Fig. 1: sequential cells grouped by signal name
Other sequential cells in the stronger gray, the rest of the logic in the fainter gray.
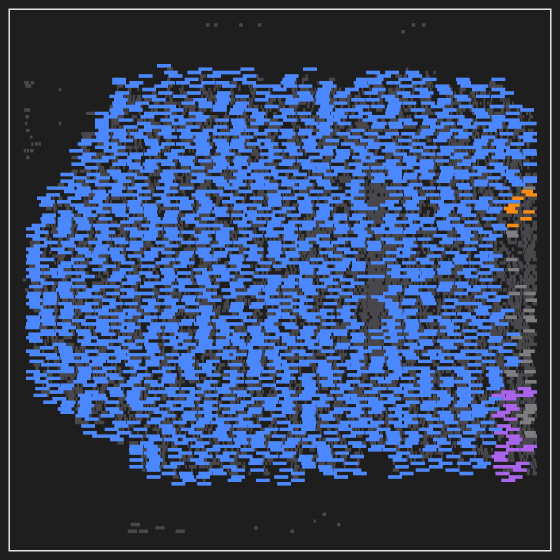
Fig. 2: wires at chosen ports, followed through buffers
The bar under the picture is 100 µm long.
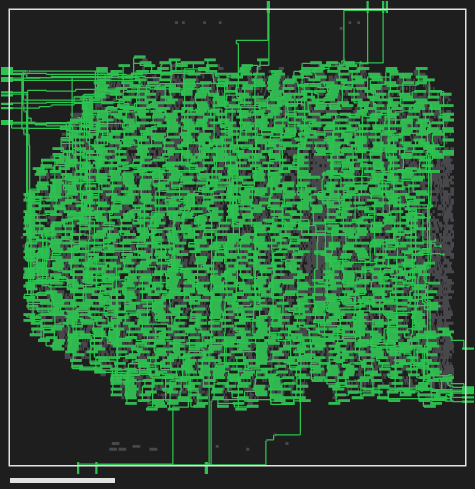
Fig. 3: clock distribution
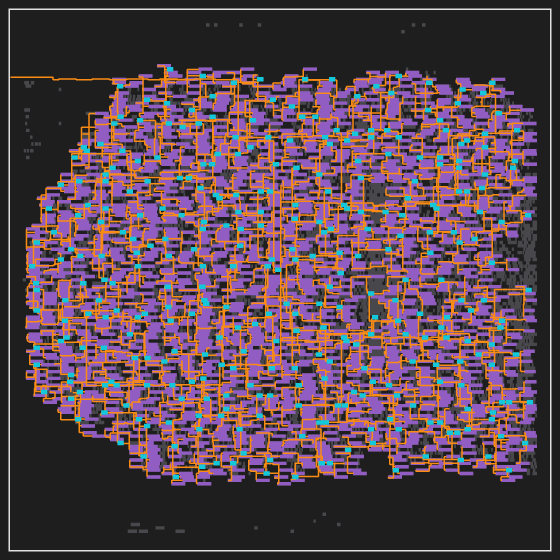
==> config.mk <==
export PLATFORM = sky130hd
export DESIGN_NAME = data_bus_ctrl
export DESIGN_NICKNAME = d
export VERILOG_FILES = /design/src/rtl/data_bus_ctrl_pkg.sv /design/src/rtl/data_bus_ctrl_fifo.sv /design/src/rtl/data_bus_ctrl.sv
export SDC_FILE = /design/constraint.sdc
export NUM_CORES = 2
export LEC_CHECK = 0
export ABC_AREA = 1
export CAP_MARGIN = 40
export CORE_MARGIN = 10
export CORE_UTILIZATION = 50
export CTS_BUF_LIST = sky130_fd_sc_hd__clkbuf_4 sky130_fd_sc_hd__clkbuf_8
export DETAILED_ROUTE_END_ITERATION = 6
export MAX_ROUTING_LAYER = met4
export PLACE_DENSITY = 0.75
export SYNTH_ARGS = -nofsm -noshare
export SYNTH_HDL_FRONTEND = slang
export SYNTH_SLANG_ARGS = --single-unit
==> constraint.sdc <==
create_clock -name clk -period 9 [get_ports clk]
set_input_delay 2.7 -clock clk [delete_from_list [all_inputs] [get_ports clk]]
set_output_delay 2.7 -clock clk [all_outputs]
set_load 0.02 [all_outputs]
==> flow_summary_export.csv <==
group,metric,value,unit
outcome,status,"complete, no violations",
synth,edf_count,2080,
critical_path,cp_common_cell,"nand2_1",
critical_path,path_buffers,2,
clocking,cts_tree,"built",
final_timing,fin_tns_setup,0,ns
finish,area_delta_synth_final,13.22,%
finish,clkbuf_count,441,
synth,netlist_top_cells_count,"edfxtp_1 (2080), nand2_1 (1546), nor2_1 (990), nand3_1 (929), buf_2 (238)",
power,intPower,15260,µW
critical_path,cp_slowest_cell,"clkdlybuf4s50_1",
critical_path,ff2ff_path_depth,10,
power,finalPower,19790,µW
critical_path,crit_required,6.30,ns
clocking,clkTransAtPathRegs,0.06,ns
global_routing,grt-busiest-layer,"met2",
global_routing,grt_use_met2,38.77,%
drt,num_vias,57640,
final_timing,fin_ws,0.5802,ns
final_timing,max_clock_freq,118.8,MHz
hold_path,hold_path.class,"flip-flop to flip-flop",
synth,ys_types,40,
critical_path,worstSetupEndpointType,"output port",
clocking,cts_sinks,2119,
floorplanning,fp_util,50.25,%
finish,drive_above_1_share,12.07,%
finish,fin_area,96210,µm²
floorplanning,core,169100,µm²
-- Fig. 1 (at the start) --
legend:
  baud_q:
    color: orange
    sequential_cells: 9
  ram_q:
    color: blue
    sequential_cells: 2048
  u_fifo.mem_q:
    color: purple
    sequential_cells: 32
    where: lower right
not colored: 30
Seq. cell area: 63440 µm²
fraction of area in registers: 65.94%

-- Fig. 2 (at the start) --
legend:
  wdata:
    color: green
    direction: input
    end_cells: 2088
    buffers: 64
    wire: 30.5 mm
Ports: 108
# port buffers: 107

-- Fig. 3 (at the start) --
legend:
  flip-flops:
    color: purple
    count: 2119
  cells driving clock nets:
    color: cyan
    count: 332
  clock wires:
    color: orange
    length: 24.6 mm
routed clock nets: 333
clock group total power: 7700 µW
final setup skew: 0.01897 ns
Latency at later pin: 1.04 ns

## layout by cell type, fill, tap and decap left out, types with 8 or more instances in the layout
cell	n
o21ai_0	227
buf_2	33
or2_2	33
clkinv_1	69
nor2_4	68
nand2_1	1546
or2_1	9
nand4_1	30
clkdlybuf4s50_1	47
o221ai_1	8
clkbuf_8	342
nand3_1	929
o2111ai_1	38
o21ai_1	46
buf_12	63
edfxtp_1	2080
clkbuf_4	99
diode_2	8
ha_1	12
inv_1	221
clkinv_2	20
a211oi_1	14
buf_16	15
nor2_1	923
a21oi_1	73
dfrtp_1	38
buf_4	187
or2_0	20
o211ai_1	167
nor3_1	21
## worst register-to-register path, cell delays in order, from the launching register on
cell and delay (ns):
dfrtp_1 0.40, inv_1 0.06, ha_1 0.14, nand2_1 0.05, nor3_1 0.55, nand3_1 0.50
o21ai_0 0.50, inv_1 0.08, ha_1 0.29, inv_1 0.04, a21oi_1 0.47
## power groups by stage
| stage | registers [µW] | logic [µW] | clock network (µW) |
|---|---|---|---|
| final | 10900 | 1210 | 7700 |
| after CTS | 10900 | 1200 | 7720 |
| after detailed placement | 11100 | 1190 | 0 |
| after global routing | 10900 | 1300 | 8160 |
| after global placement | 11100 | 1150 | 0 |
| after floorplan | 11100 | 609 | 0 |
## kinds of logic after synthesis
kind of cell | synth area share (%)
AND/OR/NAND/NOR | 17.60
AND-OR/OR-AND | 4.182
adder cells (fa/ha/maj) | 0.2003
XOR/XNOR | 0.06184
flip-flops | 74.66
buffers and inverters | 3.304
## layer usage
metal | wire [µm] | share of wire [%]
met1 | 89060 | 37
met2 | 110600 | 46
met3 | 29200 | 12
met4 | 12000 | 5.0
met5 | 0 | 0
Power and IR drop assume default switching activity.
